--- config.mk ---
export PLATFORM = sky130hd
export DESIGN_NAME = gearbox_tx_ctrl
export DESIGN_NICKNAME = d
export VERILOG_FILES = /design/src/rtl/pcs_tx_pkg.sv /design/src/rtl/gearbox_tx_seq_cnt.sv /design/src/rtl/gearbox_tx_ctrl.sv
export SDC_FILE = /design/constraint.sdc
export NUM_CORES = 1
export LEC_CHECK = 0
export CORE_MARGIN = 1
export CORE_UTILIZATION = 25
export CTS_BUF_LIST = sky130_fd_sc_hd__clkbuf_2
export CTS_CLUSTER_SIZE = 12
export DETAILED_ROUTE_END_ITERATION = 12
export SYNTH_ARGS = -nofsm -noshare
export SYNTH_HDL_FRONTEND = slang
export SYNTH_SLANG_ARGS = --single-unit
--- constraint.sdc ---
create_clock -name clk -period 2.73 [get_ports clk]
set_input_delay 0.273 -clock clk [delete_from_list [all_inputs] [get_ports clk]]
set_output_delay 0.273 -clock clk [all_outputs]
set_load 0.03 [all_outputs]
--- src/rtl/pcs_tx_pkg.sv ---
// pcs_tx_pkg: shared header codes and gearbox sizing helpers for the 64b/66b TX path
package pcs_tx_pkg;
  localparam logic [1:0] HEAD_DATA = 2'b01;
  localparam logic [1:0] HEAD_CTRL = 2'b10;
  function automatic int seq_full(input int data_w, input int head_w);
    return data_w / head_w;
  endfunction
  function automatic int cnt_n(input int block_data_w, input int data_w);
    return block_data_w / data_w;
  endfunction
endpackage

--- src/rtl/gearbox_tx_seq_cnt.sv ---
// gearbox_tx_seq_cnt: gearbox sequence and intra-block word counters with the stall slot
module gearbox_tx_seq_cnt #(
  parameter int SEQ_FULL = 32,
  parameter int SEQ_W = 6,
  parameter int CNT_N = 1
) (
  input  logic             clk,
  input  logic             rst,
  input  logic             en,
  output logic [SEQ_W-1:0] seq,
  output logic             stall,
  output logic             blk_start
);
  logic last;
  assign stall = seq == SEQ_W'(SEQ_FULL);
  always_ff @(posedge clk or posedge rst)
    if (rst) seq <= '0;
    else if (en) seq <= stall ? '0 : last ? seq + SEQ_W'(1) : seq;
  if (CNT_N > 1) begin : g_wcnt
    localparam int W = $clog2(CNT_N);
    logic [W-1:0] wcnt;
    always_ff @(posedge clk or posedge rst)
      if (rst) wcnt <= '0;
      else if (en & ~stall) wcnt <= last ? '0 : wcnt + W'(1);
    assign last = wcnt == W'(CNT_N - 1);
    assign blk_start = wcnt == '0;
  end else begin : g_single
    assign last = 1'b1;
    assign blk_start = 1'b1;
  end
endmodule

--- src/rtl/gearbox_tx_ctrl.sv ---
// gearbox_tx_ctrl: TX gearbox sequencer aligning head/data/seq and flagging underflow/desync
module gearbox_tx_ctrl
  import pcs_tx_pkg::*;
#(
  parameter int BLOCK_DATA_W = 64,
  parameter int DATA_W = 64,
  parameter int HEAD_W = 2,
  parameter int SEQ_FULL = seq_full(DATA_W, HEAD_W),
  parameter int SEQ_W = $clog2(DATA_W / HEAD_W + 1)
) (
  input  logic              clk,
  input  logic              rst,
  input  logic              en_i,
  input  logic              in_valid_i,
  input  logic [HEAD_W-1:0] in_head_i,
  input  logic [DATA_W-1:0] in_data_i,
  output logic              in_ready_o,
  output logic [SEQ_W-1:0]  gb_seq_o,
  output logic [HEAD_W-1:0] gb_head_o,
  output logic [DATA_W-1:0] gb_data_o,
  input  logic              gb_full_v_i,
  output logic              blk_start_o,
  output logic              err_underflow_o,
  output logic              err_desync_o
);
  localparam int CNT_N = cnt_n(BLOCK_DATA_W, DATA_W);
  logic [SEQ_W-1:0] seq;
  logic stall, first, slot;
  gearbox_tx_seq_cnt #(.SEQ_FULL(SEQ_FULL), .SEQ_W(SEQ_W), .CNT_N(CNT_N)) u_cnt (
    .clk(clk),
    .rst(rst),
    .en(en_i),
    .seq(seq),
    .stall(stall),
    .blk_start(first)
  );
  assign slot = en_i & ~stall;
  assign in_ready_o = slot & ~rst;
  // a missing word still consumes its slot so the gearbox cadence never slips
  always_ff @(posedge clk or posedge rst)
    if (rst) begin
      gb_seq_o <= '0;
      gb_head_o <= '0;
      gb_data_o <= '0;
      blk_start_o <= 1'b0;
      err_underflow_o <= 1'b0;
      err_desync_o <= 1'b0;
    end else begin
      if (en_i) begin
        gb_seq_o <= seq;
        blk_start_o <= slot & first;
      end
      if (slot) begin
        gb_data_o <= in_valid_i ? in_data_i : '0;
        gb_head_o <= !in_valid_i ? '0 : first ? in_head_i : gb_head_o;
      end
      if (slot & ~in_valid_i) err_underflow_o <= 1'b1;
      if (gb_full_v_i != (gb_seq_o == SEQ_W'(SEQ_FULL))) err_desync_o <= 1'b1;
    end
endmodule
==> impl_metrics.yaml, run 1 <==
# synthesis and place-and-route metrics
detailed_routing:
  viasPerCell: 4.71
  wl_met3_um: 485
  ant_nets: 0
  firstDrtPassIters: 4
  top_layer: "met4"
  wl_mm: 9.23
  via_count: 2815
  drc: 0
logic_synthesis:
  synthFlopType: "dfrtp_1"
  synth.logic.top_family: "AND-OR/OR-AND gates"
  ys_top_cells_by_count: "81 x dfrtp_1, 66 x nand3_1, 66 x o2bb2ai_1"
  synthesis.area_mm2: 0.00337
  synth_top_cell_by_count: "dfrtp_1"
  avgSynthCellArea_um2: 11.9
  synthAdderAreaFrac: 0.00743
  aoi_share: 0.186
setup_path:
  reg2reg_from: "u_cnt.seq[0]"
  cp.arrival_ns: 2.13
  cp_cell_sequence: "inv_1 -> ha_1 -> nand4bb_1 -> o21ai_4 -> nor2_1 -> dlygate4sd2_1"
  slowest_stage: "dfrtp_1"
  slowest_delay_ns: 0.48
  worstPathRequired_ns: 2.46
  cp_max_fo: 5
  setup.worst_path.end: "in_ready_o"
global_routing:
  grt_pass1_wl_mm: 15.3
  grtUsageTotal: 0.138
  grt_max_degree: 82
  antenna_found_initial: 0
placement:
  hpwlAfterDp_mm: 6.03
  dp_cells: 582
  dpl_worst_slack_ns: 0.583
  place_area_mm2: 0.00498
sta:
  slew_viol_final: 0
  hold_viol: 0
  fin_crit_sh: 0.881
  grt_setup_unrepaired: "no"
  fin_tns_setup_ns: 0
  layout_setup_ws_ns: 0.325
  hold_slack_ns: 0.177
worst_hold_path:
  hold_class: "in -> async"
cts:
  cts.sinks: 81
  cts_buffer_depth: 2
  htree_levels: 3
  clk_pin_slew_worst_paths_ns: 0.23
cells_and_area:
  final_cells: 598
  fin_area_mm2: 0.00511
floorplanning:
  fp-utilization: 0.255
  fp.dieH_um: 118
  dieArea_mm2: 0.0139
run:
  max-cap-violations: 0
pwr:
  p_total_uw: 3490
run_status:
  status: "finished, final reports clean"
==> run 1: critical path: cells and delay by family (launching register included) <==
| family | cells | cell delay, ns |
|---|---|---|
| AND-OR/OR-AND | 1 | 0.22 |
| buffers and inverters | 2 | 0.46 |
| adder cells (fa/ha/maj) | 1 | 0.16 |
| flip-flops | 1 | 0.48 |
| AND/OR/NAND/NOR | 2 | 0.31 |
==> run 1: per-layer routing <==
| layer | up-vias | global-route usage |
|---|---|---|
| met2 | 81 | 0.210 |
| met1 | 1399 | 0.189 |
| li1 | 1330 | - |
| met4 | 0 | 0.0409 |
| met5 | - | 0 |
| met3 | 5 | 0.0388 |
==> run 1: placed cells by master, fill, tap and decap left out, types with 3 or more instances in the layout <==
cell,Yosys,layout
nand2_1,3,3
mux2_2,7,7
dfrtp_1,81,81
nand3_1,66,66
clkdlybuf4s50_1,0,143
inv_1,4,3
o21ai_0,4,4
clkinv_2,0,3
o2bb2ai_1,66,66
buf_4,1,6
nand4_1,3,3
clkbuf_2,0,9
==> run 1: cell type report <==
class	count	area [um2]	area share
tap	176	220	0.0431
sequential	81	2030	0.396
multi-input combinational	168	1200	0.236
inverter	4	16.3	0.00318
timing repair buffer	153	1520	0.296
clock buffer	9	45.0	0.00881
clock inverter	7	85.1	0.0166
==> run 1: registers in the layout (all words and copies together), names as in the netlist <==
signal,cells
blk_start_o,1
err_desync_o,1
err_underflow_o,1
gb_data_o,64
gb_head_o,2
gb_seq_o,6
u_cnt.seq,6
==> run 1: power breakdown <==
group	internal (uW)	total (uW)	leakage (uW)	switching, uW
logic	549	1210	0.000922	659
registers	1400	1580	0.00103	178
clock network	294	705	0.0000768	411
==> run 1: repair_timing <==
item	4_1_cts	5_1_grt
gates resized	1	0
hold buffers	0	0
setup endpoints to repair	1	0
buffers inserted	0	0
**Run 1: clock distribution**

Drawn at 4 px/um.
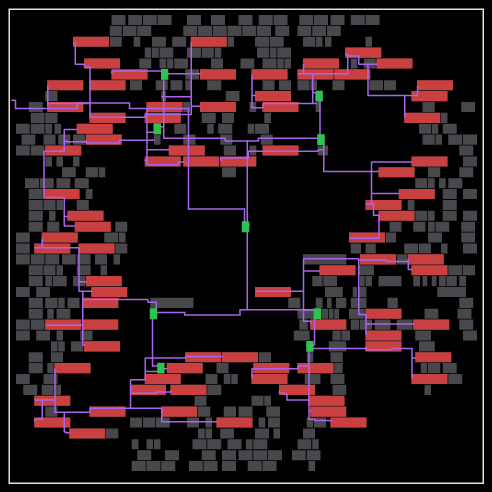
legend:
  green:
    item: clock drivers
    count: 9
  purple:
    item: clock wires
    length: 1070 um
  red:
    item: flip-flops
    count: 81
flops lie: all over the die
routed clock nets: 10
worst-case clock skew: 0.0216 ns
part of the power in the clock network: 0.202
Clk Latency, worst-skew pair: 0.51 ns
Clk. pwr: 705 uW

**Run 1: metal 3**

Drawn at 3 px/um. Cells faint in the background.
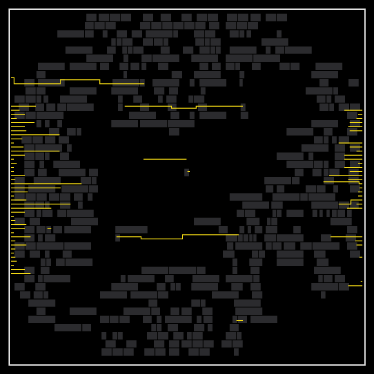
nets with wire on the layer: 74
share of all routed wire: 5.3%

**Run 1: nets reached from selected ports**

Drawn at 4 px/um.
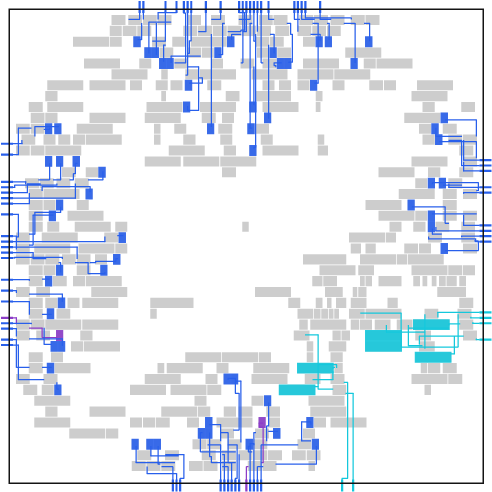
legend:
  cyan:
    port: gb_seq_o
    direction: output
    edge: 4 right, 2 bottom
    end_cells: 6
    wire: 203 um
  blue:
    port: in_data_i
    direction: input
    edge: 22 top, 20 left, 13 bottom, 9 right
    end_cells: 64
    wire: 1190 um
  purple:
    port: in_head_i
    direction: input
    edge: 1 bottom, 1 left
    end_cells: 2
    wire: 28.2 um
IO Pins: 147
IO buf count: 146

**Run 1: clock wiring as the flow saved it**

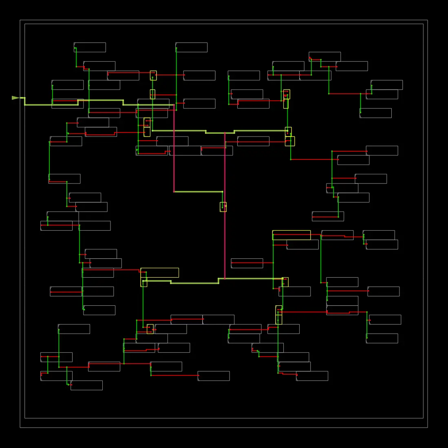

==> run 2, diff against run 1 <==
--- a/config.mk
+++ b/config.mk
@@ -5,7 +5,7 @@
 export SDC_FILE = /design/constraint.sdc
 export NUM_CORES = 1
 export LEC_CHECK = 0
-export CORE_MARGIN = 1
+export CORE_MARGIN = 3
 export CORE_UTILIZATION = 25
 export CTS_BUF_LIST = sky130_fd_sc_hd__clkbuf_2
 export CTS_CLUSTER_SIZE = 12
**Run 2: clock wiring as the flow saved it**

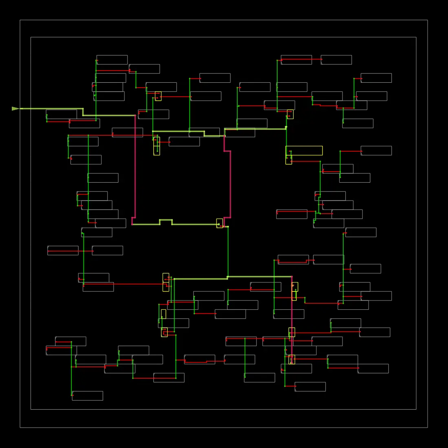
CLK BUF: 10
CTS Buf Count: 9

==> run 2 against run 1 <==
Net effect: global-route usage is 0.66 points lower; via count is 0.75% higher; critical path depth stayed put; register-to-register slack worse by 0.03 ns; synthesized area stayed put; non-clock buffer count is 1 higher; total power is 3.0% lower; wire length is 6.1% higher; highest routed layer unchanged.
==> impl_metrics.yaml, run 2 <==
# synthesis and place-and-route metrics
global_routing:
  grt_pass1_wl_mm: 15.5
  antenna_found_initial: 0
  grtUsageTotal: 0.131
  grt_max_degree: 70
pwr:
  combinationalPower_uw: 1210
  top_power_group: "sequential cells"
  swShare: 0.364
  power_leakage_uw: 0.00203
  p_total_uw: 3390
  p_clk_uw: 598
  clkPwrFrac: 0.177
  comb_power_share: 0.357
  p_sw_uw: 1230
  p_int_uw: 2150
  seqPwrFrac: 0.466
logic_synthesis:
  synthFlopType: "dfrtp_1"
  ys_cells: 284
  synth_top_cell_by_count: "dfrtp_1"
  top_cells_by_area: "dfrtp_1 60%, o2bb2ai_1 17%, nand3_1 9.8%, mux2_2 2.3%, buf_2 2.1%"
  synth_cell_types: 26
  avgSynthCellArea_um2: 11.9
  synth.logic.top_family: "AND-OR/OR-AND gates"
  synthAdderAreaFrac: 0.00743
  aoi_share: 0.186
  synthesis.area_mm2: 0.00337
  ys_top_cells_by_count: "81 x dfrtp_1, 66 x nand3_1, 66 x o2bb2ai_1"
  syn-num-nets: 357
setup_path:
  path_depth: 6
  crit_buf_inv: 2
  cp.arrival_ns: 2.15
  cp_max_fo: 5
  reg2reg_from: "u_cnt.seq[0]"
  path_delay_family: "flip-flops"
  cp_cell_sequence: "inv_1 -> ha_1 -> nand4bb_1 -> o21ai_4 -> nor2_1 -> dlygate4sd2_1"
  slowest_delay_ns: 0.47
  slowest_stage: "dfrtp_1"
run:
  max-cap-violations: 0
sta:
  slew_viol_final: 0
  hold_viol: 0
  fin_crit_sh: 0.888
  finClkSkew_ns: 0.0232
  fin_tns_setup_ns: 0
detailed_routing:
  firstDrtPassIters: 5
  drc: 0
  wl_mm: 9.79
  viasPerCell: 4.77
  ant_nets: 0
  via_count: 2836
cells_and_area:
  final_cells: 594
  areaGrowthSynthToFinish_pct: 50.9
  reg_top3: "gb_data_o: 64 flops, gb_seq_o: 6 flops, u_cnt.seq: 6 flops"
  regMostFlops: "gb_data_o"
  layout_top_cell: "clkdlybuf4s50_1"
  largest_reg_flops: 64
  fin_area_mm2: 0.00508
  final_cell_mix: "143 x clkdlybuf4s50_1, 81 x dfrtp_1, 66 x nand3_1, 66 x o2bb2ai_1, 10 x clkbuf_2"
cts:
  post-cts-setup-buffers: 0
  cts.sinks: 81
  cts_hold_buffers: 0
  htree_levels: 3
  clock_latency_ns: 0.51
  clk_pin_slew_worst_paths_ns: 0.21
  cts_buffer_depth: 2
floorplanning:
  io_pins: 147
  dieArea_mm2: 0.0149
  fp-utilization: 0.262
  fp.dieH_um: 122
worst_hold_path:
  hold_class: "in -> async"
placement:
  place_area_mm2: 0.00499
  portBuffers: 146
  dp_cells: 579
run_status:
  status: "finished, final reports clean"
[run 2: cell count changes in the layout (fill, tap and decap cells not counted), sizes merged]
cell / delta
bufinv: -1
buf: +1
clkinvlp: -1
clkbuf: +1
[run 2: worst max-delay path by stage]
stage | start | to | slack [ns]
floorplan | rst | blk_start_o | 0.38
global placement | u_cnt.seq[0] | blk_start_o | 0.66
detailed placement | u_cnt.seq[0] | blk_start_o | 0.56
CTS | u_cnt.seq[0] | in_ready_o | 0.23
global route | u_cnt.seq[0] | in_ready_o | 0.14
finish | u_cnt.seq[0] | in_ready_o | 0.31
[run 2: final cells by class]
class	count	area, um2
sequential	81	2030
tap	172	215
fill	1244	7790
timing repair buffer	154	1520
inverter	4	16.3
clock buffer	10	50.0
clock inverter	5	47.5
multi-input combinational	168	1200
[run 2: kinds of logic (layout without fill, tap and decap cells)]
logic type,after synthesis,in the layout
multiplexers,8,8
AND-OR/OR-AND,74,74
AND/OR/NAND/NOR,82,82
XOR/XNOR,2,2
flip-flops,81,81
buffers and inverters,35,173
adder cells (fa/ha/maj),2,2
[run 2: routing by layer]
layer / up-vias / track usage / routed length [um] / part of all wire
li1: 1332 / - / - / -
met1: 1394 / 0.179 / 4530 / 0.46
met2: 103 / 0.200 / 4470 / 0.46
met3: 7 / 0.0376 / 702 / 0.072
met4: 0 / 0.0441 / 90 / 0.0092
met5: - / 0 / 0 / 0
[run 2: stage by stage]
step	worst slack (ns)	hold slack, ns
2_1_floorplan	0.377	0.438
6_report	0.307	0.166
3_3_place_gp	0.655	0.454
3_5_place_dp	0.562	0.466
5_1_grt	0.143	0.149
4_1_cts	0.227	0.113
[run 2: what timing repair did]
item / CTS / global route
endpoints found under the setup margin: 1 / 0
hold endpoints to repair: 0 / 0
gates resized: 1 / 0
Power is estimated from default activity; no workload was simulated.
